==> config.mk <==
export PLATFORM = sky130hd
export DESIGN_NAME = mdu_iter
export DESIGN_NICKNAME = d
export VERILOG_FILES = /design/src/rtl/mdu_iter.sv
export SDC_FILE = /design/constraint.sdc
export NUM_CORES = 1
export LEC_CHECK = 0
export CORE_MARGIN = 2
export CORE_UTILIZATION = 30
export CTS_BUF_LIST = sky130_fd_sc_hd__clkbuf_8 sky130_fd_sc_hd__clkbuf_16
export DETAILED_ROUTE_END_ITERATION = 6
export PLACE_DENSITY = 0.43
export SYNTH_ARGS = -nofsm -noshare
export SYNTH_HDL_FRONTEND = slang
export SYNTH_SLANG_ARGS = --single-unit
==> constraint.sdc <==
create_clock -name clk -period 5.1 [get_ports clk]
set_clock_uncertainty 0.05 [all_clocks]
set_input_delay 1.275 -clock clk [delete_from_list [all_inputs] [get_ports clk]]
set_output_delay 1.275 -clock clk [all_outputs]
set_load 0.01 [all_outputs]
==> src/rtl/mdu_iter.sv <==
// mdu_iter: radix-2 iterative mul/div/divu/rem/remu, one result bit per cycle, 65-cycle latency (1 for b==0 / overflow).
// Result is held in DONE until out_ready; in_ready is low whenever a request is in flight or unaccepted.
module mdu_iter #(
  parameter int XLEN  = 64,
  parameter int CNT_W = $clog2(XLEN)
) (
  input  logic            clk,
  input  logic            rst_n,
  input  logic            in_valid,
  output logic            in_ready,
  input  logic [2:0]      in_op,
  input  logic [XLEN-1:0] in_a,
  input  logic [XLEN-1:0] in_b,
  input  logic            flush,
  output logic            out_valid,
  input  logic            out_ready,
  output logic [XLEN-1:0] out_result,
  output logic            busy
);

  typedef enum logic [1:0] {IDLE, CALC, FIX, DONE} state_t;
  typedef enum logic [1:0] {K_MUL, K_DIV, K_REM} kind_t;

  localparam logic [CNT_W-1:0] CNT_LAST = CNT_W'(XLEN - 1);
  localparam logic [XLEN-1:0]  INT_MIN  = {1'b1, {(XLEN-1){1'b0}}};

  state_t           state;
  kind_t            kind_q;
  logic [CNT_W-1:0] cnt;
  logic             neg_q;
  // opa: multiplicand (mul) or dividend shifting into quotient (div/rem)
  // opb: multiplier (mul) or divisor magnitude (div/rem)
  logic [XLEN-1:0]  opa;
  logic [XLEN-1:0]  opb;
  logic [XLEN-1:0]  acc;
  logic [XLEN:0]    prem;

  // Request decode, only consumed on the acceptance edge
  kind_t           kind_in;
  logic            sgn_in;
  logic            a_neg;
  logic            b_neg;
  logic [XLEN-1:0] a_mag;
  logic [XLEN-1:0] b_mag;
  logic            b_zero;
  logic            ovf;

  always_comb begin
    kind_in = K_MUL;
    sgn_in  = 1'b0;
    case (in_op)
      3'd1: begin kind_in = K_DIV; sgn_in = 1'b1; end
      3'd2: kind_in = K_DIV;
      3'd3: begin kind_in = K_REM; sgn_in = 1'b1; end
      3'd4: kind_in = K_REM;
      default: kind_in = K_MUL;
    endcase
    a_neg  = sgn_in & in_a[XLEN-1];
    b_neg  = sgn_in & in_b[XLEN-1];
    a_mag  = a_neg ? -in_a : in_a;
    b_mag  = b_neg ? -in_b : in_b;
    b_zero = (in_b == '0);
    ovf    = sgn_in && (in_a == INT_MIN) && (in_b == '1);
  end

  // One restoring-division step
  logic [XLEN:0]   trial;
  logic [XLEN:0]   diff;
  logic            ge;
  logic [XLEN-1:0] res_raw;

  always_comb begin
    trial = {prem[XLEN-1:0], opa[XLEN-1]};
    diff  = trial - {1'b0, opb};
    ge    = (trial >= {1'b0, opb});
    case (kind_q)
      K_DIV:   res_raw = opa;
      K_REM:   res_raw = prem[XLEN-1:0];
      default: res_raw = acc;
    endcase
  end

  assign in_ready = (state == IDLE);
  assign busy     = (state != IDLE);

  always_ff @(posedge clk or negedge rst_n) begin
    if (!rst_n) begin
      state      <= IDLE;
      kind_q     <= K_MUL;
      cnt        <= '0;
      neg_q      <= 1'b0;
      opa        <= '0;
      opb        <= '0;
      acc        <= '0;
      prem       <= '0;
      out_valid  <= 1'b0;
      out_result <= '0;
    end else if (flush) begin
      state     <= IDLE;
      cnt       <= '0;
      out_valid <= 1'b0;
    end else begin
      case (state)
        IDLE: begin
          if (in_valid) begin
            kind_q <= kind_in;
            cnt    <= '0;
            acc    <= '0;
            prem   <= '0;
            if (kind_in == K_MUL) begin
              opa   <= in_a;
              opb   <= in_b;
              neg_q <= 1'b0;
              state <= CALC;
            end else if (b_zero) begin
              // Preloaded answers bypass the iteration entirely
              opa   <= '1;
              prem  <= {1'b0, in_a};
              neg_q <= 1'b0;
              state <= FIX;
            end else if (ovf) begin
              opa   <= in_a;
              prem  <= '0;
              neg_q <= 1'b0;
              state <= FIX;
            end else begin
              opa   <= a_mag;
              opb   <= b_mag;
              neg_q <= (kind_in == K_DIV) ? (a_neg ^ b_neg) : a_neg;
              state <= CALC;
            end
          end
        end
        CALC: begin
          if (kind_q == K_MUL) begin
            acc <= acc + (opa & {XLEN{opb[0]}});
            opa <= opa << 1;
            opb <= opb >> 1;
          end else begin
            prem <= ge ? diff : trial;
            opa  <= {opa[XLEN-2:0], ge};
          end
          cnt <= cnt + CNT_W'(1);
          if (cnt == CNT_LAST) state <= FIX;
        end
        FIX: begin
          out_result <= neg_q ? -res_raw : res_raw;
          out_valid  <= 1'b1;
          state      <= DONE;
        end
        DONE: begin
          if (out_ready) begin
            out_valid <= 1'b0;
            state     <= IDLE;
          end
        end
        default: state <= IDLE;
      endcase
    end
  end

  // A restored partial remainder is always below the divisor, so its guard bit stays clear
  a_prem_guard: assert property (@(posedge clk) disable iff (!rst_n) !prem[XLEN]);

endmodule

==> run_1/m1.png <==
The bar under the picture is 100 µm long.
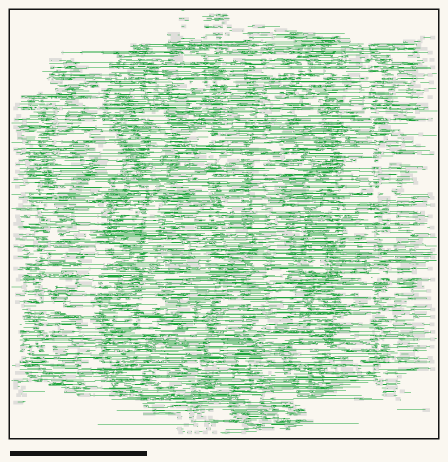
longest straight run: 91.1 µm
share of all routed wire: 51%
wire length on this layer: 55.8 mm
main direction: horizontal
met1 Use GR: 33.3%
total wire length: 110000 µm
DR vias: 27400

==> run_1/m2.png <==
The bar under the picture is 100 µm long.
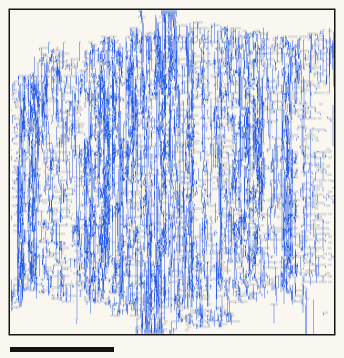
longest straight run: 180 µm
share of all routed wire: 42%
wire length on this layer: 46.1 mm

==> run_1/m3.png <==
The bar under the picture is 100 µm long.
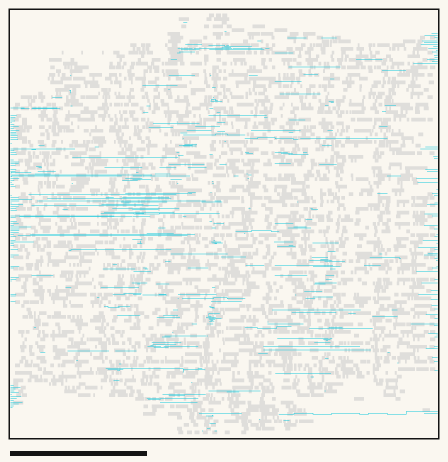
share of all routed wire: 5.1%
nets with wire on the layer: 351
longest straight run: 124 µm

==> run_1/m4.png <==
The bar under the picture is 100 µm long.
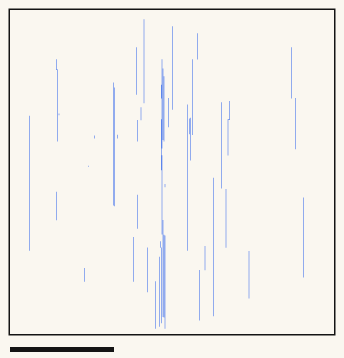
longest straight run: 141 µm
wire length on this layer: 2600 µm
share of all routed wire: 2.4%

[run 1: worst max-delay path: cells and delay by family (launching register included)]
| kind | cells | cell delay [ps] |
|---|---|---|
| AND-OR/OR-AND | 7 | 1960 |
| adder cells (fa/ha/maj) | 2 | 630 |
| buffers and inverters | 1 | 180 |
| flip-flops | 1 | 560 |
| AND/OR/NAND/NOR | 4 | 1040 |
[run 1: cell type report]
cell class                 count  area (µm²)
fill                       10200       60800
multi-input combinational   3024       18900
sequential                   332        8310
timing repair buffer         318        3020
tap                         1265        1580
clock buffer                  59        1340
inverter                     121         454
clock inverter                23         265
antenna                        1        2.50
[run 1: layout by cell type, fill, tap and decap left out, types with 22 or more instances in the layout]
cell	n
a211oi_1	33
a21o_1	57
a21oi_1	382
a22o_1	50
a22oi_1	44
a31oi_1	43
and2_1	77
and3_1	63
buf_4	106
clkbuf_16	47
clkdlybuf4s50_1	201
dfrtp_1	331
ha_1	136
inv_1	125
mux2i_1	68
nand2_1	432
nand3_1	73
nand4_1	79
nor2_1	269
nor3_1	63
nor4_1	23
o211ai_1	23
o21a_1	33
o21ai_0	410
o21bai_1	30
o31ai_1	28
o41ai_1	22
or3_1	47
or4_1	24
xnor2_1	158
xor2_1	127
[run 1: per-layer routing]
metal	wire (µm)	global-route usage [%]	vias up
li1	-	-	13700
met1	55800	33.3	12800
met2	46100	33.1	673
met3	5620	2.85	121
met4	2600	5.19	8
met5	50	0	-
[run 1: power by group]
| part | leakage (µW) | switching, µW | internal, µW |
|---|---|---|---|
| logic | 0.00937 | 8820 | 5530 |
| registers | 0.00424 | 1290 | 3680 |
| clock network | 0.000821 | 1310 | 2140 |
| total | 0.0144 | 11400 | 11400 |
[run 1: flip-flops by register name, summed over array words and instances (netlist names), 2 cells and up]
name        cells
acc            64
opa            64
opb            64
out_result     64
prem           64
cnt             6
kind_q          2
state           2
[run 1: kinds of logic after synthesis]
kind of cell	Yosys count	synth area share (%)
mux	77	2.74
buf+inv	357	5.03
simple gates	1250	21.3
fa+ha+maj	142	6.27
flops	332	29.1
xor+xnor	285	8.74
compound gates	1270	26.8
[run 1: path summary, 6_finish.rpt]
check	from	to	slack, ps	depth (start not counted)
max	opb[0]	acc[62]	560	14
min reg2reg	out_result[8]	out_result[8]	410	2
max in group asynchronous	rst_n	opa[55]	3290	2
min in group asynchronous	rst_n	out_result[7]	610	1
min	out_result[8]	out_result[8]	410	2
max reg2reg	opb[0]	acc[62]	560	14
[run 1: per-stage QoR]
| step | hold slack [ps] | util, % |
|---|---|---|
| floorplan | 402 | - |
| global placement | 404 | 34.1 |
| detailed placement | 413 | 34.1 |
| CTS | 426 | 35.8 |
| global route | 448 | 35.8 |
| finish | 414 | 35.8 |
==> results_slide.txt, run 1 <==
Synthesis and Place & Route Summary

Status
  • Status: complete, but fails checks
  • Failing checks: DRC

STA
  • Min cycle time layout: 4540 ps
  • Fmax: 220 MHz
  • RSZ-0062 raised after global routing: no

Logic synthesis
  • Commonest flop: dfrtp_1
  • Top cell area share: 29.1%
  • Asr flop ratio synth: 100%
  • Synth warn: 0

Clock tree
  • CTS max path bufs: 3
  • CTS tree: yes

Route
  • Routed len/inst: 21.4 µm
  • DR vias/cell: 5.32
  • Number of remaining DRC errors: 2
  • Pre-antenna DRT Iters: 7

GRT
  • Vias in the first global route: 26600

Power
  • Pwr Total: 22800 µW
  • Max IR drop VDD: 258 µV
  • Cell area power density: 672 nW/µm²

Placement
  • Gpl congestion: 0.896

Setup path
  • Crit end category: flop
  • Required @ worst endpoint: 5530 ps
==> run 1 -> run 2 <==
--- a/config.mk
+++ b/config.mk
@@ -6,10 +6,11 @@
 export NUM_CORES = 1
 export LEC_CHECK = 0
 export CORE_MARGIN = 2
-export CORE_UTILIZATION = 30
+export CORE_UTILIZATION = 50
 export CTS_BUF_LIST = sky130_fd_sc_hd__clkbuf_8 sky130_fd_sc_hd__clkbuf_16
 export DETAILED_ROUTE_END_ITERATION = 6
-export PLACE_DENSITY = 0.43
+export PLACE_DENSITY = 0.67
+export REMOVE_ABC_BUFFERS = 1
 export SYNTH_ARGS = -nofsm -noshare
 export SYNTH_HDL_FRONTEND = slang
 export SYNTH_SLANG_ARGS = --single-unit
==> constraint.sdc (replaced) <==
create_clock -name clk -period 5.2 [get_ports clk]
set_clock_uncertainty 0.05 [all_clocks]
set_input_delay 1.3 -clock clk [delete_from_list [all_inputs] [get_ports clk]]
set_output_delay 1.3 -clock clk [all_outputs]
set_load 0.01 [all_outputs]
==> run_2/m4.png <==
The bar under the picture is 50 µm long.
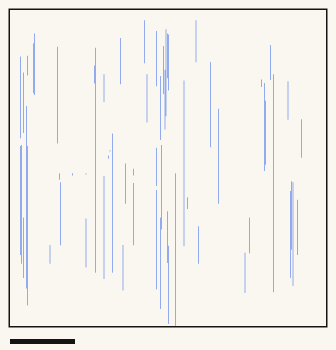
longest straight run: 173 µm
wire length on this layer: 3270 µm
nets with wire on the layer: 50

==> run 2 against run 1 <==
The flow now finishes without violations. Count of clock-buffer cells in the layout decreased by 12. Sequential power decreased by 2%. First-iteration DRC count rose by 36%. Combinational power down 5%. Cell count is 11% lower. Clock power fell by 14%. Synthesized cell count unchanged. Non-clock buffer count fell by 22. Area after synthesis did not move. Core utilization increased by 22 points. Sequential cell count did not move.
==> results_slide.txt, run 2 <==
Synthesis and Place & Route Summary

Power
  • Cell area power density: 656 nW/µm² (was 672 nW/µm²)
  • Max IR drop VDD: 316 µV (was 258 µV)

Logic synthesis
  • Asr flop ratio synth: 100% (unchanged)
  • Ys cells: 3713 (unchanged)
  • Mapped Cells: 3713 (unchanged)
  • Top cell area share: 29.1% (unchanged)
  • Synth warn: 0 (unchanged)

STA
  • Min cycle time layout: 4720 ps (was 4540 ps)
  • Worst hold-check slack: 423 ps (was 414 ps)
  • RSZ-0062 raised after global routing: no (unchanged)
  • Fmax: 212 MHz (was 220 MHz)

Route
  • Pre-antenna DRT Iters: 6 (was 7)
  • Routed len/inst: 20.9 µm (was 21.4 µm)
  • Number of remaining DRC errors: 0 (was 2)

Status
  • Status: finished clean (was complete, but fails checks)

Clock tree
  • CTS tree: yes (unchanged)
  • CTS max path bufs: 3 (unchanged)

GRT
  • Vias in the first global route: 26100 (was 26600)

Finish
  • Top Layout Cells: 432 x nand2_1, 410 x o21ai_0, 382 x a21oi_1 (unchanged)
  • Fillers: 5475 (was 10200)
  • Most common logic cell in the routed design: nand2_1 (unchanged)

Placement
  • Placed cells: 4529 (was 5060)
  • Gpl congestion: 0.957 (was 0.896)

Min path
  • Hold/Removal Path Class: flop to flop (unchanged)

Setup path
  • Crit end category: flop (unchanged)
  • Required @ worst endpoint: 5660 ps (was 5530 ps)
==> run_2/m1.png <==
The bar under the picture is 50 µm long.
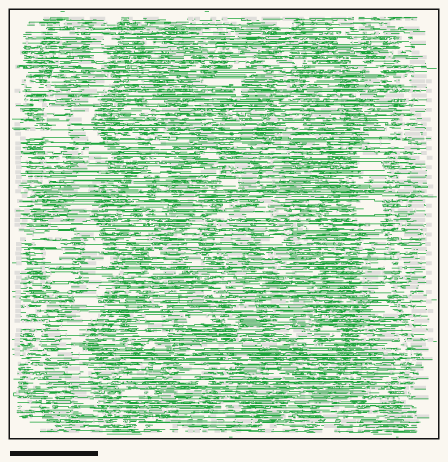
met1 Use GR: 46.3%
total wire length: 96300 µm
DR vias: 27800

## run 2: timing repair
item / in CTS / in global routing
gates resized: 0 / 1
buffers inserted: 0 / 0
hold endpoints to repair: 0 / 0
setup endpoints to repair: 0 / 1
## run 2: area by class of cell
| class | instances | area, µm² | area share (%) |
|---|---|---|---|
| Antenna cell | 1 | 2.50 | 0.00762 |
| Clock buffer | 47 | 1110 | 3.38 |
| Clock inverter | 22 | 255 | 0.777 |
| Inverter | 121 | 454 | 1.38 |
| Multi-Input combinational cell | 3024 | 18900 | 57.6 |
| Sequential cell | 332 | 8310 | 25.3 |
| Tap cell | 756 | 946 | 2.88 |
| Timing Repair Buffer | 296 | 2850 | 8.67 |
## run 2: kinds of logic (layout without fill, tap and decap cells)
group / count (synthesis) / count (layout) / synth area share (%)
AND-OR/OR-AND: 1270 / 1270 / 26.8
multiplexers: 77 / 77 / 2.74
adder cells (fa/ha/maj): 142 / 142 / 6.27
flip-flops: 332 / 332 / 29.1
buffers and inverters: 357 / 486 / 5.03
XOR/XNOR: 285 / 285 / 8.74
other: 0 / 1 / 0
AND/OR/NAND/NOR: 1250 / 1250 / 21.3
## run 2: through the flow
stage | total power, µW | util, %
2_1_floorplan | 14000 | -
3_3_place_gp | 18300 | 55.8
3_5_place_dp | 18300 | 55.8
4_1_cts | 21400 | 58.2
5_1_grt | 23200 | 58.2
6_report | 21500 | 58.2
## run 2: final timing paths
| path | from | endpoint | slack (ps) | depth (start not counted) |
|---|---|---|---|---|
| worst max-delay path | opb[0] | acc[57] | 480 | 13 |
| worst min-delay path | out_result[50] | out_result[50] | 420 | 2 |
| worst max register to register | opb[0] | acc[57] | 480 | 13 |
| worst min register to register | out_result[50] | out_result[50] | 420 | 2 |
| max in group asynchronous | rst_n | opa[23] | 3410 | 2 |
| min in group asynchronous | rst_n | prem[5] | 710 | 1 |
## run 2: power by group
group / switching, µW / internal, µW
Clock: 1180 / 1810
Sequential: 1250 / 3610
Combinational: 8320 / 5360
Total: 10700 / 10800
## run 2: routing by layer
layer	GRT usage (%)	share of wire, %	up-vias
met2	49.4	43	939
met5	0	0.048	-
met3	4.37	7.0	137
li1	-	-	13600
met1	46.3	46	13100
met4	10.6	3.4	8
## run 2: critical path: stages (launching register included)
cell	delay, ps
dfrtp_1	780
buf_4	460
and2_1	200
ha_1	260
nand4_1	210
or2_1	290
a211oi_1	160
o21ai_0	200
a21oi_2	350
nand3_1	270
a2111oi_1	640
nor2_1	170
or4_1	500
nand3_1	100
Power is estimated from default activity; no workload was simulated.
